===== src/rtl/muldiv_pkg.sv =====
// Shared definitions for the multiply/divide unit: operation encodings and
// the controller state enumeration.
package muldiv_pkg;

  localparam logic [2:0] OP_MULT  = 3'b000;
  localparam logic [2:0] OP_MULTU = 3'b001;
  localparam logic [2:0] OP_DIV   = 3'b010;
  localparam logic [2:0] OP_DIVU  = 3'b011;
  localparam logic [2:0] OP_MTHI  = 3'b100;
  localparam logic [2:0] OP_MTLO  = 3'b101;

  typedef enum logic [1:0] {
    IDLE,
    RUN,
    FIX
  } state_e;

  // True for the two signed arithmetic operations (MULT, DIV).
  function automatic logic op_is_signed(input logic [2:0] op);
    return (op == OP_MULT) || (op == OP_DIV);
  endfunction

endpackage


===== src/rtl/muldiv_if.sv =====
// Core <-> multiply/divide unit bundle.
//   master (core):  drives start, op, flush, a, b
//   slave  (unit):  drives busy, done, div_by_zero, hi, lo
interface muldiv_if #(
  parameter int WIDTH = 32
);
  logic             start;
  logic [2:0]       op;
  logic             flush;
  logic [WIDTH-1:0] a;
  logic [WIDTH-1:0] b;
  logic             busy;
  logic             done;
  logic             div_by_zero;
  logic [WIDTH-1:0] hi;
  logic [WIDTH-1:0] lo;

  modport master (output start, op, flush, a, b,
                  input  busy, done, div_by_zero, hi, lo);
  modport slave  (input  start, op, flush, a, b,
                  output busy, done, div_by_zero, hi, lo);
endinterface


===== src/rtl/muldiv_iter.sv =====
// Iterative radix-2 datapath shared by multiply and divide.
//   load_i   : capture unsigned operands a_i/b_i and the mode is_div_i
//   step_i   : perform one shift-add (multiply) or restoring (divide) step
//   acc_o    : 2*WIDTH accumulator
//              multiply -> full product
//              divide   -> {remainder, quotient}
module muldiv_iter #(
  parameter int WIDTH = 32
) (
  input  logic               clk,
  input  logic               rst_n,
  input  logic               load_i,
  input  logic               step_i,
  input  logic               is_div_i,
  input  logic [WIDTH-1:0]   a_i,
  input  logic [WIDTH-1:0]   b_i,
  output logic [2*WIDTH-1:0] acc_o
);

  logic [2*WIDTH-1:0] acc_q, acc_d;
  logic [WIDTH-1:0]   opnd_q;   // multiplicand or divisor
  logic               div_q;

  logic [WIDTH:0]     mul_sum;
  logic [WIDTH:0]     div_sh;   // WIDTH+1 bit partial remainder
  logic               div_ge;
  logic [WIDTH-1:0]   div_rem;

  always_comb begin
    // NOTE: every always_comb output gets a default first so no path can infer a latch.
    acc_d   = acc_q;
    // Multiply: add multiplicand into the upper half when the current
    // multiplier bit is set, then shift the whole accumulator right.
    mul_sum = {1'b0, acc_q[2*WIDTH-1:WIDTH]} + (acc_q[0] ? {1'b0, opnd_q} : '0);
    // Divide: bring the next dividend bit into the remainder; subtract the
    // divisor if it fits. The result is below the divisor, so WIDTH bits hold it.
    div_sh  = {acc_q[2*WIDTH-1:WIDTH], acc_q[WIDTH-1]};
    div_ge  = (div_sh >= {1'b0, opnd_q});
    div_rem = div_ge ? (div_sh[WIDTH-1:0] - opnd_q) : div_sh[WIDTH-1:0];
    if (step_i) begin
      if (div_q) acc_d = {div_rem, acc_q[WIDTH-2:0], div_ge};
      else       acc_d = {mul_sum, acc_q[WIDTH-1:1]};
    end
  end

  always_ff @(posedge clk or negedge rst_n) begin
    if (!rst_n) begin
      acc_q  <= '0;
      opnd_q <= '0;
      div_q  <= 1'b0;
    end else if (load_i) begin
      // NOTE: sequential state uses non-blocking assignments so every flop samples pre-edge values.
      acc_q  <= {{WIDTH{1'b0}}, is_div_i ? a_i : b_i};
      opnd_q <= is_div_i ? b_i : a_i;
      div_q  <= is_div_i;
    end else begin
      acc_q  <= acc_d;
    end
  end

  assign acc_o = acc_q;

endmodule


===== src/rtl/muldiv_unit.sv =====
// Multi-cycle MULT/MULTU/DIV/DIVU unit with architectural HI/LO registers.
//   clk   : rising-edge clock
//   reset : asynchronous active-low reset
//   bus   : muldiv_if slave (start/op/flush/a/b in; busy/done/div_by_zero/hi/lo out)
// Sequence: IDLE -accept-> RUN (WIDTH steps) -> FIX (sign fix, HI/LO write, done).
module muldiv_unit
  import muldiv_pkg::*;
#(
  parameter int WIDTH = 32
) (
  input logic     clk,
  input logic     reset,
  muldiv_if.slave bus
);

  localparam int CW  = $clog2(WIDTH + 1);
  localparam int MSB = WIDTH - 1;

  state_e             state_q, state_d;
  logic [CW-1:0]      cnt_q, cnt_d;
  logic               load, step, fix;
  logic               idle_start, op_signed;
  logic [WIDTH-1:0]   a_mag, b_mag;
  logic [2*WIDTH-1:0] acc, prod_fix;
  logic [WIDTH-1:0]   hi_fix, lo_fix;

  logic               is_div_q, neg_q_q, neg_r_q, zero_div_q;
  logic [WIDTH-1:0]   hi_q, lo_q;
  logic               done_q, dz_q;

  assign idle_start = (state_q == IDLE) && bus.start;
  assign op_signed  = op_is_signed(bus.op);
  assign a_mag      = (op_signed && bus.a[MSB]) ? -bus.a : bus.a;
  assign b_mag      = (op_signed && bus.b[MSB]) ? -bus.b : bus.b;

  always_comb begin
    state_d = state_q;
    cnt_d   = cnt_q;
    load    = 1'b0;
    step    = 1'b0;
    fix     = 1'b0;
    unique case (state_q)
      IDLE: begin
        // op[2]=0 selects the four arithmetic ops; MTHI/MTLO and reserved stay here.
        if (bus.start && !bus.op[2]) begin
          load    = 1'b1;
          cnt_d   = CW'(WIDTH);
          state_d = RUN;
        end
      end
      RUN: begin
        if (bus.flush) begin
          state_d = IDLE;
        end else begin
          step  = 1'b1;
          cnt_d = cnt_q - CW'(1);
          if (cnt_q == CW'(1)) state_d = FIX;
        end
      end
      FIX: begin
        state_d = IDLE;
        fix     = !bus.flush;  // flush beats the HI/LO write
      end
      default: state_d = IDLE;
    endcase
  end

  always_ff @(posedge clk or negedge reset) begin
    if (!reset) begin
      state_q <= IDLE;
      cnt_q   <= '0;
    end else begin
      state_q <= state_d;
      cnt_q   <= cnt_d;
    end
  end

  muldiv_iter #(.WIDTH(WIDTH)) u_iter (
    .clk      (clk),
    .rst_n    (reset),
    .load_i   (load),
    .step_i   (step),
    .is_div_i (bus.op[1]),
    .a_i      (a_mag),
    .b_i      (b_mag),
    .acc_o    (acc)
  );

  // Sign restoration. A zero divisor leaves the dividend magnitude as the
  // remainder, which the remainder sign turns back into the original a;
  // the quotient is forced to all ones regardless of signs.
  assign prod_fix = neg_q_q ? -acc : acc;
  always_comb begin
    hi_fix = prod_fix[2*WIDTH-1:WIDTH];
    lo_fix = prod_fix[WIDTH-1:0];
    if (is_div_q) begin
      hi_fix = neg_r_q ? -acc[2*WIDTH-1:WIDTH] : acc[2*WIDTH-1:WIDTH];
      if (zero_div_q) lo_fix = '1;
      else            lo_fix = neg_q_q ? -acc[WIDTH-1:0] : acc[WIDTH-1:0];
    end
  end

  always_ff @(posedge clk or negedge reset) begin
    if (!reset) begin
      is_div_q   <= 1'b0;
      neg_q_q    <= 1'b0;
      neg_r_q    <= 1'b0;
      zero_div_q <= 1'b0;
      hi_q       <= '0;
      lo_q       <= '0;
      done_q     <= 1'b0;
      dz_q       <= 1'b0;
    end else begin
      done_q <= fix;
      dz_q   <= fix && is_div_q && zero_div_q;
      if (fix) begin
        hi_q <= hi_fix;
        lo_q <= lo_fix;
      end else if (idle_start && bus.op == OP_MTHI) begin
        hi_q <= bus.a;
      end else if (idle_start && bus.op == OP_MTLO) begin
        lo_q <= bus.a;
      end
      if (load) begin
        is_div_q   <= bus.op[1];
        neg_q_q    <= op_signed && (bus.a[MSB] ^ bus.b[MSB]);
        neg_r_q    <= op_signed && bus.a[MSB];
        zero_div_q <= (bus.b == '0);
      end
    end
  end

  assign bus.busy        = (state_q != IDLE);
  assign bus.done        = done_q;
  assign bus.div_by_zero = dz_q;
  assign bus.hi          = hi_q;
  assign bus.lo          = lo_q;

endmodule

===== src/flat_wrapper.sv =====
// flat-port wrapper written by rule: the top's interface ports become plain ports
module muldiv_unit_flat import muldiv_pkg::*;
#(
  parameter int WIDTH = 32
)
  (clk, reset, bus_start, bus_op, bus_flush, bus_a, bus_b, bus_busy, bus_done, bus_div_by_zero, bus_hi, bus_lo);
  muldiv_if #(.WIDTH(WIDTH)) bus_i ();
  input logic clk;
  input logic reset;
  input wire logic [$bits(bus_i.start)-1:0] bus_start;
  input wire logic [$bits(bus_i.op)-1:0] bus_op;
  input wire logic [$bits(bus_i.flush)-1:0] bus_flush;
  input wire logic [$bits(bus_i.a)-1:0] bus_a;
  input wire logic [$bits(bus_i.b)-1:0] bus_b;
  output wire logic [$bits(bus_i.busy)-1:0] bus_busy;
  output wire logic [$bits(bus_i.done)-1:0] bus_done;
  output wire logic [$bits(bus_i.div_by_zero)-1:0] bus_div_by_zero;
  output wire logic [$bits(bus_i.hi)-1:0] bus_hi;
  output wire logic [$bits(bus_i.lo)-1:0] bus_lo;
  assign bus_i.start = bus_start;
  assign bus_i.op = bus_op;
  assign bus_i.flush = bus_flush;
  assign bus_i.a = bus_a;
  assign bus_i.b = bus_b;
  assign bus_busy = bus_i.busy;
  assign bus_done = bus_i.done;
  assign bus_div_by_zero = bus_i.div_by_zero;
  assign bus_hi = bus_i.hi;
  assign bus_lo = bus_i.lo;
  muldiv_unit #(.WIDTH(WIDTH)) u_core (.clk(clk), .reset(reset), .bus(bus_i));
endmodule

===== config.mk =====
export PLATFORM = sky130hd
export DESIGN_NAME = muldiv_unit_flat
export DESIGN_NICKNAME = d
export VERILOG_FILES = /design/src/rtl/muldiv_pkg.sv /design/src/rtl/muldiv_if.sv /design/src/rtl/muldiv_iter.sv /design/src/rtl/muldiv_unit.sv /design/src/flat_wrapper.sv
export SDC_FILE = /design/constraint.sdc
export NUM_CORES = 1
export LEC_CHECK = 0
export CAP_MARGIN = 20
export CORE_MARGIN = 2
export CORE_UTILIZATION = 25
export CTS_BUF_LIST = sky130_fd_sc_hd__clkbuf_2 sky130_fd_sc_hd__clkbuf_4 sky130_fd_sc_hd__clkbuf_8
export CTS_CLUSTER_SIZE = 8
export DETAILED_ROUTE_END_ITERATION = 6
export PLACE_DENSITY_LB_ADDON = 0.05
export SETUP_SLACK_MARGIN = 0.4
export SLEW_MARGIN = 20
export SYNTH_ARGS = -nofsm -noshare
export SYNTH_HDL_FRONTEND = slang
export SYNTH_HIERARCHICAL = 1
export SYNTH_SLANG_ARGS = --single-unit

===== constraint.sdc =====
create_clock -name clk -period 4.1 [get_ports clk]
set_input_delay 0.82 -clock clk [delete_from_list [all_inputs] [get_ports clk]]
set_output_delay 0.82 -clock clk [all_outputs]
set_load 0.05 [all_outputs]

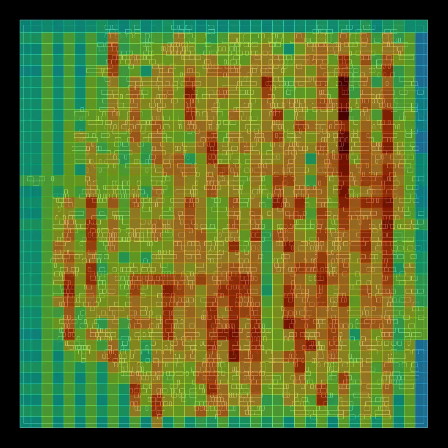
Figure 1: run 1, track usage over the die.
all-layer global routing usage: 0.2298
global route hottest layer: met2

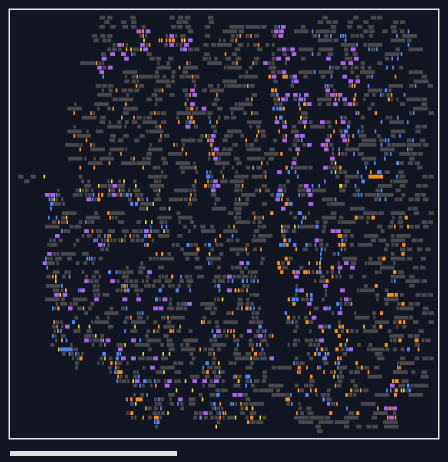
Figure 2: run 1, logic cells by family.
Scale bar: 100 um.
| color | family | cells |
|---|---|---|
| orange | nor cells | 303 |
| yellow | inv cells | 69 |
| blue | nand cells | 261 |
| purple | xor and xnor cells | 163 |

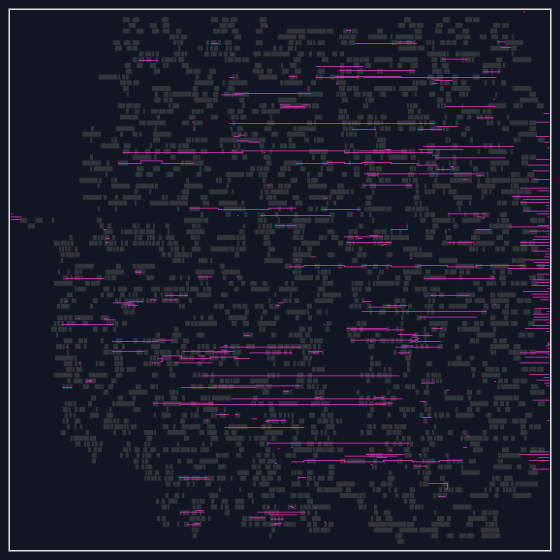
Figure 3: run 1, met3 routing.
Cells faint in the background.
longest straight run: 97.5 um
share of all routed wire: 4.3%
nets with wire on the layer: 226
wire length on this layer: 3310 um
main direction: horizontal

==> reports/metrics.cfg, run 1 <==
[outcome]
outcome=completed

[critical_path]
rr_startpoint=u_core/u_iter/acc_o[0]
cp.arrival_ps=4120
critPathMaxFanout=12
worst_path_max_delay_cell=a2111oi_1
crit_end=u_core/u_iter/acc_o[62]
rr_worst_depth=14
reg2reg_slack_ps=490
end_kind=flop
worst_setup_path_start_kind=flop
cp_num_buf_inv=3
r2r_end=u_core/u_iter/acc_o[62]

[cts]
cts_buffer_depth=2
clock-sinks=175
cts_tree=built
cts_buffers=17

[global_routing]
grt_max_degree=129
grt_pass1_wl_um=111100
grt_use_met1=0.3113
grt_remaining_overflow=0
grt_pass1_vias=15794
met2_usage=0.3756
antenna_found_initial=1

[detailed_routing]
met3_length_um=3311
via_per_inst=5.360
wire_per_inst_um=25.33
drt_iter0_markers=1509
route.met2.wl_um=35780
num_vias=16236

[layout]
dominant_cells=multi-input combinational cells
seq_share=0.2252
clk_share=0.01968
post-route-cell-area_um2=19450
final_nets=2311
final_util=0.3089
areaGrowthSynthToFinish_pct=22.33
num-multi-input-gates=1626
logic_area_um2=10860
non_clock_buffer_area_share=0.1286
fin_cells=3029
lay_top_count=nor2_1
diodes=2
comb_share=0.5584

[power]
clock_net_power_uw=1340
seq-power_uw=3140
ir_worst_vdd_v=0.0001881
pwr-share-comb=0.666
power_frac_seq=0.234
intPower_uw=6215
pg_comb_uw=8900
pwr-share-clk=0.100
pwr_density_cell_nw_per_um2=687.5
leakagePower_uw=0.008149

[synth]
netlist_instances=1981
ys.flops=175
syn_area_per_cell_um2=8.026
fp_nets=2124
postSynthSeqShare=0.2754
yosysUniqueCellTypes=81
area_leaders=dfrtp_1, mux2i_1, a21oi_1
synthAoiAreaFrac=0.2410
netlist_area_um2=15900
xor_share=0.08979
yosys_area_um2=15900
synthAdderAreaFrac=0.05760
synthTopCellsByCount=nor2_1, nand2_1, a21oi_1
yosys_cells=1981

[floorplan]
core_um2=62970
die_w_um=256.2
fp_util=0.2525
rows=92
die_h_um=256.2
fp.dieArea_um2=65630
ioPinCount=138

[timing]
fin_crit_ps=3608
period_used_share=0.8799
maxSlewHeadroom=0.4006
hold_ws_ps=275.1
setup_viol=0
slew_violations=0

[hold_path]
hp-class=primary input to async pin

[placement]
pre_cts_slack_ps=72.98
dpl_cell_area_um2=19020
dp_hpwl_um=60680
routabilityCongestion=0.8889

-- run 1: sequential cells by signal, indices dropped and copies added (netlist names) --
signal and cells:
u_core/bus.div_by_zero 1, u_core/bus.lo 32, u_core/u_iter/div_q 1, u_core/is_div_q 1, u_core/zero_div_q 1, u_core/state_q 2
u_core/bus.hi 32, u_core/u_iter/acc_o 64, u_core/neg_r_q 1, u_core/cnt_q 6, u_core/u_iter/opnd_q 32, u_core/neg_q_q 1
u_core/bus.done 1
-- run 1: timing repair --
| item | CTS | global route |
|---|---|---|
| hold buffers | 0 | 0 |
| cloned | 0 | 0 |
| setup buffers | 0 | 4 |
| hold endpoints to repair | 0 | 0 |
| endpoints found under the setup margin | 1 | 5 |
| pin swaps | 0 | 1 |
| resized | 1 | 4 |
--- run 2 (diff from run 1) ---
--- a/config.mk
+++ b/config.mk
@@ -6,7 +6,7 @@
 export NUM_CORES = 1
 export LEC_CHECK = 0
 export CAP_MARGIN = 20
-export CORE_MARGIN = 2
+export CORE_MARGIN = 4
 export CORE_UTILIZATION = 25
 export CTS_BUF_LIST = sky130_fd_sc_hd__clkbuf_2 sky130_fd_sc_hd__clkbuf_4 sky130_fd_sc_hd__clkbuf_8
 export CTS_CLUSTER_SIZE = 8
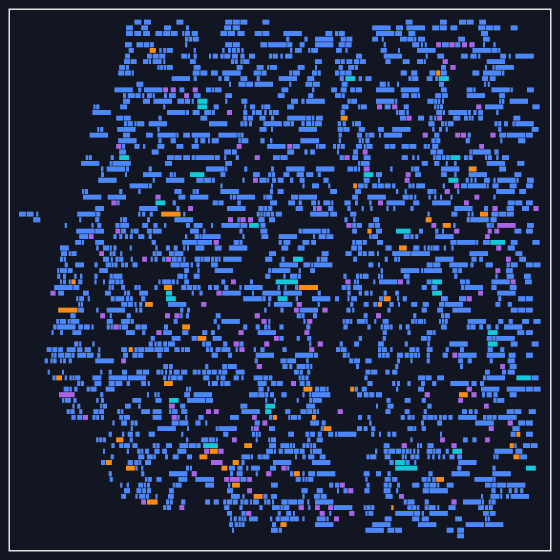
Figure 4: run 2, sizing map.
| color | size | cells | most used |
|---|---|---|---|
| cyan | x6 and larger | 31 | clkbuf_8 |
| purple | x3 and x4 | 140 | buf_4 |
| orange | x2 | 47 | mux2_2 |
| blue | x1 and smaller | 1953 | nor2_1 |

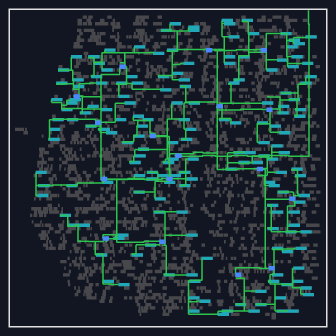
Figure 5: run 2, clock distribution.
[green] clock wires | length: 3490 um
[cyan] flip-flops | count: 175
[blue] clock-net drivers | count: 17
flops lie: spread over the die
routed clock nets: 18

==> run 2 against run 1 <==
  * Critical path type unchanged
  * Synthesized cell count stayed put
  * Cell count is 0.36% lower
  * Largest power group unchanged
  * Critical path depth is 3 lower
  * Non-clock buffer count is 8 lower
==> reports/metrics.cfg, run 2 <==
[cts]
cts_tree=built
cts_buffer_depth=2
clock-sinks=175
cts_buffers=17

[layout]
largest_reg_flops=64
final_nets=2303
post-route-cell-area_um2=19430
lay_top_count=nor2_1
final_util=0.3086
fin_cells=3018

[timing]
slew_violations=0
hold_ws_ps=326.1
period_used_share=0.8566
maxSlewHeadroom=0.3922
setup_viol=0
fin_crit_ps=3512
worst_pin_slew_ps=911.7

[global_routing]
use_met3=0.02863
grt_use_total=0.2266
grt_use_met1=0.3145
antenna_found_initial=1
grt.busiest_layer=met2
grt_max_degree=122
grt_pass1_wl_um=113100
met2_usage=0.3659
grt_remaining_overflow=0

[floorplan]
fp_util=0.2525
rows=92
fp.dieArea_um2=67700
core_um2=62970
die_h_um=260.2
die_w_um=260.2

[power]
ir_worst_vdd_v=0.0002129
pwr_density_cell_nw_per_um2=693.4
pg_comb_uw=8870
leakagePower_uw=0.008121
clock_net_power_uw=1390
intPower_uw=6291
seq-power_uw=3210
pwr-share-comb=0.658

[critical_path]
reg2reg_slack_ps=590
critPathMaxFanout=8
worst_path_max_delay_cell=dfrtp_1
cp.arrival_ps=4040
r2r_end=u_core/u_iter/acc_o[59]
end_kind=flop
worst_setup_path_start_kind=flop
rr_worst_depth=11
crit_end=u_core/u_iter/acc_o[59]

[detailed_routing]
num_vias=16116
met3_length_um=3355
drt_iter0_markers=1344
route.met2.wl_um=35930
wire_per_inst_um=25.89
ant_nets=0
via_per_inst=5.340

[placement]
dp_hpwl_um=61140
dpl_cell_area_um2=18950
routabilityCongestion=0.8883
pre_cts_slack_ps=39.53

[synth]
yosysUniqueCellTypes=81
ys.flops=175
netlist_instances=1981
synthAoiAreaFrac=0.2410
fp_nets=2124
synthAdderAreaFrac=0.05760
area_leaders=dfrtp_1, mux2i_1, a21oi_1
syn_area_per_cell_um2=8.026
synthTopCellsByCount=nor2_1, nand2_1, a21oi_1
netlist_area_um2=15900
yosys_cells=1981
postSynthSeqShare=0.2754
xor_share=0.08979

[hold_path]
hp-class=primary input to async pin

[outcome]
outcome=completed

==> run 2: timing repair <==
action	4_1_cts	5_1_grt
endpoints found under the setup margin	0	11
resized	0	13
hold buffers	0	0
buffers inserted	0	4
==> run 2: final cells by class <==
| class | count | area [um2] | area share |
|---|---|---|---|
| Tap cell | 846 | 1059 | 0.05448 |
| Inverter | 69 | 261.5 | 0.01346 |
| Antenna cell | 1 | 2.502 | 0.0001288 |
| Clock inverter | 7 | 102.6 | 0.005280 |
| Sequential cell | 175 | 4383 | 0.2256 |
| Timing Repair Buffer | 271 | 2441 | 0.1256 |
| Clock buffer | 23 | 304.0 | 0.01565 |
| Multi-Input combinational cell | 1626 | 10880 | 0.5598 |
Power and IR drop assume default switching activity.
